**config.mk**
```make
export PLATFORM = sky130hd
export DESIGN_NAME = fault_inject_ctrl_flat
export DESIGN_NICKNAME = d
export VERILOG_FILES = /design/src/rtl/fi_pkg.sv /design/src/rtl/fault_inject_ctrl_if.sv /design/src/rtl/fi_lfsr.sv /design/src/rtl/fault_inject_ctrl.sv /design/src/flat_wrapper.sv
export SDC_FILE = /design/constraint.sdc
export NUM_CORES = 1
export LEC_CHECK = 0
export CORE_ASPECT_RATIO = 0.75
export CORE_MARGIN = 2
export CORE_UTILIZATION = 50
export DETAILED_ROUTE_END_ITERATION = 8
export PLACE_DENSITY = 0.73
export SLEW_MARGIN = 20
export SYNTH_ARGS = -nofsm -noshare
export SYNTH_HDL_FRONTEND = slang
export SYNTH_SLANG_ARGS = --single-unit
```
**constraint.sdc**
```tcl
create_clock -name clk -period 3.29 [get_ports clk]
set_input_delay 0.658 -clock clk [delete_from_list [all_inputs] [get_ports clk]]
set_output_delay 0.658 -clock clk [all_outputs]
set_load 0.05 [all_outputs]
```
**src/rtl/fi_pkg.sv**
```systemverilog
// Shared types and constants for the fault-injection sequencer.
// Mode/state encodings, LFSR polynomial and default seed.
package fi_pkg;

    localparam int unsigned FI_LFSR_W    = 16;
    localparam logic [15:0] FI_LFSR_TAPS = 16'hB400;
    localparam logic [15:0] FI_LFSR_SEED = 16'hACE1;

    typedef enum logic [1:0] {
        FI_SINGLE    = 2'd0,
        FI_PERIODIC  = 2'd1,
        FI_PER_RAND  = 2'd2,
        FI_RAND_RAND = 2'd3
    } fi_mode_e;

    typedef enum logic [1:0] {
        ST_IDLE   = 2'd0,
        ST_WAIT   = 2'd1,
        ST_INJECT = 2'd2,
        ST_DONE   = 2'd3
    } fi_state_e;

    // One right-shifting Galois step.
    function automatic logic [15:0] fi_lfsr_next(input logic [15:0] s);
        return s[0] ? ((s >> 1) ^ FI_LFSR_TAPS) : (s >> 1);
    endfunction

endpackage

```
**src/rtl/fault_inject_ctrl_if.sv**
```systemverilog
// Configuration and injection-port bundle of the fault-injection sequencer.
// master = configuring agent, slave = sequencer.
interface fault_inject_ctrl_if #(
    parameter int unsigned DATA_W = 8,
    parameter int unsigned CNT_W  = 16
);
    logic              cfg_start;
    logic              cfg_stop;
    logic [1:0]        cfg_mode;
    logic [DATA_W-1:0] cfg_pattern;
    logic [CNT_W-1:0]  cfg_interval;
    logic [3:0]        cfg_width;
    logic [CNT_W-1:0]  cfg_num;
    logic              inj_en;
    logic [DATA_W-1:0] inj_data;
    logic              busy;
    logic              done;
    logic [CNT_W-1:0]  inj_count;

    modport master (
        output cfg_start, cfg_stop, cfg_mode, cfg_pattern, cfg_interval, cfg_width, cfg_num,
        input  inj_en, inj_data, busy, done, inj_count
    );

    modport slave (
        input  cfg_start, cfg_stop, cfg_mode, cfg_pattern, cfg_interval, cfg_width, cfg_num,
        output inj_en, inj_data, busy, done, inj_count
    );
endinterface

```
**src/rtl/fi_lfsr.sv**
```systemverilog
// 16-bit Galois LFSR (taps 16'hB400); advances only while en is high.
module fi_lfsr
    import fi_pkg::*;
#(
    parameter logic [15:0] SEED = FI_LFSR_SEED
) (
    input  logic        clk,
    input  logic        rst_n,
    input  logic        en_i,
    output logic [15:0] state_o
);
    logic [15:0] lfsr_q;

    always_ff @(posedge clk or negedge rst_n) begin
        if (!rst_n)    lfsr_q <= SEED;
        else if (en_i) lfsr_q <= fi_lfsr_next(lfsr_q);
    end

    assign state_o = lfsr_q;
endmodule

```
**src/rtl/fault_inject_ctrl.sv**
```systemverilog
// Fault-injection sequencer: single, periodic and random upsets on the
// tmr_wrapper injection port, with run counting and completion pulse.
module fault_inject_ctrl
    import fi_pkg::*;
#(
    parameter int unsigned DATA_W    = 8,
    parameter int unsigned CNT_W     = 16,
    parameter logic [15:0] LFSR_SEED = FI_LFSR_SEED
) (
    input  logic               clk,
    input  logic               rst_n,
    fault_inject_ctrl_if.slave bus
);
    fi_state_e         state_q, state_d;
    fi_mode_e          mode_q, mode_d;
    logic [DATA_W-1:0] pattern_q, pattern_d;
    logic [CNT_W-1:0]  interval_q, interval_d;
    logic [3:0]        width_q, width_d;
    logic [CNT_W-1:0]  num_q, num_d;
    logic [CNT_W-1:0]  wait_q, wait_d;
    logic [3:0]        wcnt_q, wcnt_d;
    logic              inj_en_q, inj_en_d;
    logic [DATA_W-1:0] inj_data_q, inj_data_d;
    logic              busy_q, busy_d;
    logic              done_q, done_d;
    logic [CNT_W-1:0]  count_q, count_d;

    logic [15:0]       lfsr;
    logic [DATA_W-1:0] mask_raw_c, mask_c;

    fi_lfsr #(.SEED(LFSR_SEED)) u_lfsr (
        .clk     (clk),
        .rst_n   (rst_n),
        .en_i    (busy_q),
        .state_o (lfsr)
    );

    // Effective wait length; mode 3 masks the interval with the LFSR.
    function automatic logic [CNT_W-1:0] wait_len(input fi_mode_e mode,
                                                  input logic [CNT_W-1:0] ival,
                                                  input logic [15:0] rnd);
        logic [CNT_W-1:0] raw;
        raw = (mode == FI_RAND_RAND) ? (rnd[CNT_W-1:0] & ival) : ival;
        return (raw == '0) ? CNT_W'(1) : raw;
    endfunction

    always_comb begin
        mask_raw_c = (mode_q == FI_SINGLE || mode_q == FI_PERIODIC) ? pattern_q
                                                                    : lfsr[DATA_W-1:0];
        mask_c     = (mask_raw_c == '0) ? DATA_W'(1) : mask_raw_c;
    end

    always_comb begin
        state_d    = state_q;
        mode_d     = mode_q;
        pattern_d  = pattern_q;
        interval_d = interval_q;
        width_d    = width_q;
        num_d      = num_q;
        wait_d     = wait_q;
        wcnt_d     = wcnt_q;
        inj_en_d   = inj_en_q;
        inj_data_d = inj_data_q;
        done_d     = 1'b0;
        count_d    = count_q;

        unique case (state_q)
            ST_IDLE: begin
                if (bus.cfg_start && !bus.cfg_stop) begin
                    state_d    = ST_WAIT;
                    mode_d     = fi_mode_e'(bus.cfg_mode);
                    pattern_d  = bus.cfg_pattern;
                    interval_d = bus.cfg_interval;
                    width_d    = (bus.cfg_width == 4'd0) ? 4'd1 : bus.cfg_width;
                    num_d      = (fi_mode_e'(bus.cfg_mode) == FI_SINGLE) ? CNT_W'(1)
                                                                         : bus.cfg_num;
                    count_d    = '0;
                    wait_d     = wait_len(fi_mode_e'(bus.cfg_mode), bus.cfg_interval, lfsr);
                end
            end
            ST_WAIT: begin
                if (wait_q <= CNT_W'(1)) begin
                    state_d    = ST_INJECT;
                    inj_en_d   = 1'b1;
                    inj_data_d = mask_c;
                    wcnt_d     = width_q;
                    count_d    = (count_q == '1) ? count_q : count_q + CNT_W'(1);
                end else begin
                    wait_d = wait_q - CNT_W'(1);
                end
            end
            ST_INJECT: begin
                if (wcnt_q <= 4'd1) begin
                    inj_en_d   = 1'b0;
                    inj_data_d = '0;
                    if (num_q != '0 && count_q == num_q) begin
                        state_d = ST_DONE;
                        done_d  = 1'b1;
                    end else begin
                        state_d = ST_WAIT;
                        wait_d  = wait_len(mode_q, interval_q, lfsr);
                    end
                end else begin
                    wcnt_d = wcnt_q - 4'd1;
                end
            end
            ST_DONE: state_d = ST_IDLE;
            default: state_d = ST_IDLE;
        endcase

        // Abort overrides everything, including an expiry on the same edge.
        if (bus.cfg_stop && state_q != ST_IDLE) begin
            state_d    = ST_IDLE;
            inj_en_d   = 1'b0;
            inj_data_d = '0;
            done_d     = 1'b0;
            count_d    = count_q;
        end

        busy_d = (state_d != ST_IDLE);
    end

    always_ff @(posedge clk or negedge rst_n) begin
        if (!rst_n) begin
            state_q    <= ST_IDLE;
            mode_q     <= FI_SINGLE;
            pattern_q  <= '0;
            interval_q <= '0;
            width_q    <= 4'd1;
            num_q      <= '0;
            wait_q     <= '0;
            wcnt_q     <= '0;
            inj_en_q   <= 1'b0;
            inj_data_q <= '0;
            busy_q     <= 1'b0;
            done_q     <= 1'b0;
            count_q    <= '0;
        end else begin
            state_q    <= state_d;
            mode_q     <= mode_d;
            pattern_q  <= pattern_d;
            interval_q <= interval_d;
            width_q    <= width_d;
            num_q      <= num_d;
            wait_q     <= wait_d;
            wcnt_q     <= wcnt_d;
            inj_en_q   <= inj_en_d;
            inj_data_q <= inj_data_d;
            busy_q     <= busy_d;
            done_q     <= done_d;
            count_q    <= count_d;
        end
    end

    assign bus.inj_en    = inj_en_q;
    assign bus.inj_data  = inj_data_q;
    assign bus.busy      = busy_q;
    assign bus.done      = done_q;
    assign bus.inj_count = count_q;
endmodule
```
**src/flat_wrapper.sv**
```systemverilog
// flat-port wrapper written by rule: the top's interface ports become plain ports
module fault_inject_ctrl_flat import fi_pkg::*;
#(
    parameter int unsigned DATA_W    = 8,
    parameter int unsigned CNT_W     = 16,
    parameter logic [15:0] LFSR_SEED = FI_LFSR_SEED
)
  (clk, rst_n, bus_cfg_start, bus_cfg_stop, bus_cfg_mode, bus_cfg_pattern, bus_cfg_interval, bus_cfg_width, bus_cfg_num, bus_inj_en, bus_inj_data, bus_busy, bus_done, bus_inj_count);
  fault_inject_ctrl_if #(.DATA_W(DATA_W), .CNT_W(CNT_W)) bus_i ();
  input  logic clk;
  input  logic rst_n;
  input wire logic [$bits(bus_i.cfg_start)-1:0] bus_cfg_start;
  input wire logic [$bits(bus_i.cfg_stop)-1:0] bus_cfg_stop;
  input wire logic [$bits(bus_i.cfg_mode)-1:0] bus_cfg_mode;
  input wire logic [$bits(bus_i.cfg_pattern)-1:0] bus_cfg_pattern;
  input wire logic [$bits(bus_i.cfg_interval)-1:0] bus_cfg_interval;
  input wire logic [$bits(bus_i.cfg_width)-1:0] bus_cfg_width;
  input wire logic [$bits(bus_i.cfg_num)-1:0] bus_cfg_num;
  output wire logic [$bits(bus_i.inj_en)-1:0] bus_inj_en;
  output wire logic [$bits(bus_i.inj_data)-1:0] bus_inj_data;
  output wire logic [$bits(bus_i.busy)-1:0] bus_busy;
  output wire logic [$bits(bus_i.done)-1:0] bus_done;
  output wire logic [$bits(bus_i.inj_count)-1:0] bus_inj_count;
  assign bus_i.cfg_start = bus_cfg_start;
  assign bus_i.cfg_stop = bus_cfg_stop;
  assign bus_i.cfg_mode = bus_cfg_mode;
  assign bus_i.cfg_pattern = bus_cfg_pattern;
  assign bus_i.cfg_interval = bus_cfg_interval;
  assign bus_i.cfg_width = bus_cfg_width;
  assign bus_i.cfg_num = bus_cfg_num;
  assign bus_inj_en = bus_i.inj_en;
  assign bus_inj_data = bus_i.inj_data;
  assign bus_busy = bus_i.busy;
  assign bus_done = bus_i.done;
  assign bus_inj_count = bus_i.inj_count;
  fault_inject_ctrl #(.DATA_W(DATA_W), .CNT_W(CNT_W), .LFSR_SEED(LFSR_SEED)) u_core (.clk(clk), .rst_n(rst_n), .bus(bus_i));
endmodule
```
==> images/ff_map.png <==
The bar under the picture is 50 µm long.
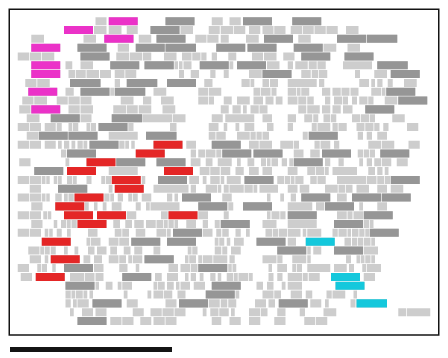
Key: u_core.width_q = cyan [sequential cells 4, where south-east]; u_core.num_q = red [sequential cells 16, where west]; u_core.pattern_q = magenta [sequential cells 8, where north-west]
Another 83 sequential cells are not colored.
seq pwr: 2.77 mW
area occupied by registers: 2790 µm²
Seq/total area: 37.7%
Layout Utilization: 61.0%

==> flow_summary.toml <==
# synthesis and place-and-route metrics
[setup_path]
crit_cells = 8
worst_ep_required_time_ns = 3.49
cp-start-kind = "register"
critPathTopFamily = "simple AND/OR/NAND/NOR gates"
path_cells = "inv_1 -> ha_1 -> mux2i_1 -> or2_2 -> a41oi_1 -> nand2_1 -> nand2_1 -> o221ai_1"
path_max_fanout = 22
crit_slowest_cell = "nand2_1"
crit_top_cell = "nand2_1"
crit_buf_inv = 1
cp_slowest_stage_delay_ns = 0.50
end_kind = "register"
worst_ep_arrival_time_ns = 2.86
path_class = "register to register"
ff2ff_path_depth = 8

[sta]
fin_worst_skew_ns = 0.0174
maxSlewViolCount = 0
worstMarginPinSlew_ns = 0.848
rsz0062_at_grt = "false"
setup_viol = 0
hold_slack_ns = 0.361
timing.final.hold_violations = 0
min_period_ns = 2.66
clock.fmax_mhz = 376
slew_headroom_pct = 43.5
tns_ns = 0
finalClockPeriodUsage_pct = 80.8
finalWorstSetupSlack_ns = 0.630

[synth]
topCellsByArea = "dfrtp_1 (42%), mux2_2 (9.7%), nand2_1 (5.0%), dfstp_2 (3.8%), o21ai_0 (3.8%)"
ys_ff = 111
synthDistinctLibCells = 63
most_common_cell = "dfrtp_1"
ff_type = "dfrtp_1"
yosysWarnings = 0
yosys_cells = 618
fp_nets = 677
synthTopCellsByCount = "dfrtp_1 (102), nand2_1 (82), mux2_2 (53)"
ys_seq_share_pct = 45.4
edf_count = 0
syn_area_per_cell_um2 = 9.94
top_area_share_pct = 41.5
ys_area_um2 = 6150
syn_inst = 618
async_reset_ff_share_pct = 100
synth.largest_area_cell = "dfrtp_1"
syn_area_um2 = 6150

[layout]
final_layout_size_suffix_gt1_share_pct = 15.5
nNetsFinal = 745
syn_to_final_growth_pct = 20.5
n_antenna_cell = 0
fin_cells = 857
fillers = 1040
layout.area.comb_um2 = 3200

[detailed_routing]
ant_nets = 0
drt-initial-drc-count = 375
drc = 0
dr.pass1.iters = 5
via_count = 5183
routed_wirelength_mm = 16.2
wl_per_cell_um = 18.9
avgViaCountPerCell = 6.05

[clocking]
cts_tree = "built"
cts_made_buffers = 9
h-tree-depth = 3
cts.path.max_buffers = 2
cts_setup_buffers = 0
hold_buffers = 0
ctsResizeCount = 0
clockRootBuffer = "clkbuf_16"
cts_sinks = 111
clkLatencyLatePin_ns = 0.36
clk_pin_slew_ns = 0.07

[placed_design]
place_ws_ns = 0.389
dp_hpwl_mm = 11.7
gp_congestion = 0.883
place_inst = 841
io_buffers = 76

[global_route]
grt_use_met2_pct = 40.7
grt_pass1_wl_mm = 26.5
met3_usage_pct = 4.19
top_usage_layer = "met2"
grt_use_total_pct = 25.4
globalRouteMet1Util_pct = 36.7
grt_pass1_vias = 5102
gr-total-overflow = 0
grt_antenna_before_repair = 0
grt_max_degree = 112

[power]
power.leakage_nw = 2.98
p_comb_share_pct = 41.0
p_clk_share_pct = 17.1
ir_drop_uv = 321
cellPowerDensity_nw_per_um2 = 892
switchingPower_mw = 2.77
intPower_mw = 3.84
switching_share_pct = 41.9
p_seq_share_pct = 42.0

[floorplan]
die_h_um = 100
io_pins = 77
initial_core_util_pct = 50.7
die_w_um = 132
num_rows = 35
die-area_um2 = 13200
core_um2 = 12100

[job]
cap_violations = 0
log.warning_count = 33

[min_path]
hold_class = "input port to asynchronous set/reset pin"

[outcome]
status = "finished clean"
==> images/route_heat.png <==
The bar under the picture is 50 µm long. 26 x 20 tiles, from dark blue (low) to red (high), scaled to the fullest tile. Values are wire area over tile area, all layers added.
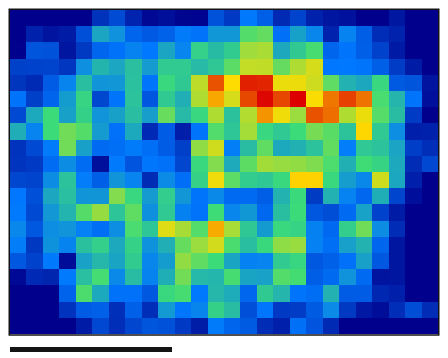
9.8% of the tiles are nearly empty. The densest ninth of the die: north. The emptiest ninth of the die: south-east.

-- path summary, 6_finish.rpt --
check / slack [ns] / to / startpoint
worst max-delay path: 0.63 / u_core.bus.inj_count[12] / u_core.state_q[0]
worst min-delay path: 0.36 / u_core.width_q[2] / rst_n
worst max register to register: 0.63 / u_core.bus.inj_count[12] / u_core.state_q[0]
worst min register to register: 0.48 / u_core.width_q[0] / u_core.width_q[0]
max in group asynchronous: 2.46 / u_core.num_q[10] / rst_n
min in group clk: 0.48 / u_core.width_q[0] / u_core.width_q[0]
-- cell families (layout without fill, tap and decap cells) --
family	Yosys count	after routing	synth area share [%]
xor+xnor	32	32	4.56
simple gates	208	208	17.9
compound gates	155	155	16.5
mux	63	63	11.3
fa+ha+maj	9	9	1.83
buf+inv	40	113	2.57
flops	111	111	45.4
-- power by group through the flow --
| stage | logic, mW | registers, mW | clock network, mW |
|---|---|---|---|
| 3_5_place_dp | 2.70 | 2.77 | 0 |
| 2_1_floorplan | 1.84 | 2.71 | 0 |
| 3_3_place_gp | 2.60 | 2.73 | 0 |
| 4_1_cts | 2.71 | 2.75 | 1.15 |
| 6_report | 2.71 | 2.77 | 1.13 |
| 5_1_grt | 2.96 | 2.85 | 1.20 |
-- stage by stage --
stage	total power, mW	area (µm²)
finish	6.60	7400
global route	7.01	7400
CTS	6.60	7400
detailed placement	5.46	7100
global placement	5.33	7100
floorplan	4.55	6150
-- state kept, by name, summed over array words and instances (netlist names) --
signal	cells
u_core.wait_q	16
u_core.mode_q	2
u_core.bus.inj_en	1
u_core.wcnt_q	4
u_core.bus.inj_data	8
u_core.interval_q	16
u_core.pattern_q	8
u_core.u_lfsr.state_o	16
u_core.bus.busy	1
u_core.width_q	4
u_core.state_q	2
u_core.num_q	16
u_core.bus.done	1
u_core.bus.inj_count	16
-- final cells by class --
| class | instances | area share, % |
|---|---|---|
| clock buffers | 10 | 3.09 |
| well taps | 166 | 2.81 |
| clock inverters | 6 | 0.980 |
| repair buffers | 87 | 11.7 |
| flip-flops and latches | 111 | 37.7 |
| multi-input cells | 467 | 43.2 |
| inverters | 10 | 0.507 |
-- metal layers --
metal  wire length [µm]  up-vias
met5                  0        -
met4                112        0
met3               1070       12
met2               7620      186
met1               7360     2573
li1                   -     2412
-- layout by cell type, fill, tap and decap left out, types with 4 or more instances in the layout --
master / synthesis / final
nor2b_1: 6 / 6
dfrtp_1: 102 / 102
inv_6: 0 / 4
clkbuf_16: 0 / 9
nand3b_1: 17 / 17
o211ai_1: 12 / 12
nand2_1: 82 / 81
nor3_1: 11 / 11
and3_1: 8 / 8
o221ai_1: 9 / 9
inv_1: 8 / 8
mux2i_1: 10 / 10
clkdlybuf4s50_1: 0 / 75
xnor2_1: 17 / 17
mux2_2: 53 / 53
a41oi_1: 4 / 4
o21ai_0: 47 / 47
a21oi_1: 37 / 37
xor2_1: 15 / 15
nand3_1: 11 / 11
nor4_1: 10 / 10
or3_1: 5 / 5
dfstp_2: 9 / 9
or2_2: 4 / 4
a22oi_1: 11 / 11
buf_4: 1 / 10
ha_1: 9 / 9
o21a_1: 5 / 5
nand4_1: 9 / 9
nor2_1: 22 / 22
Power and IR drop assume default switching activity.
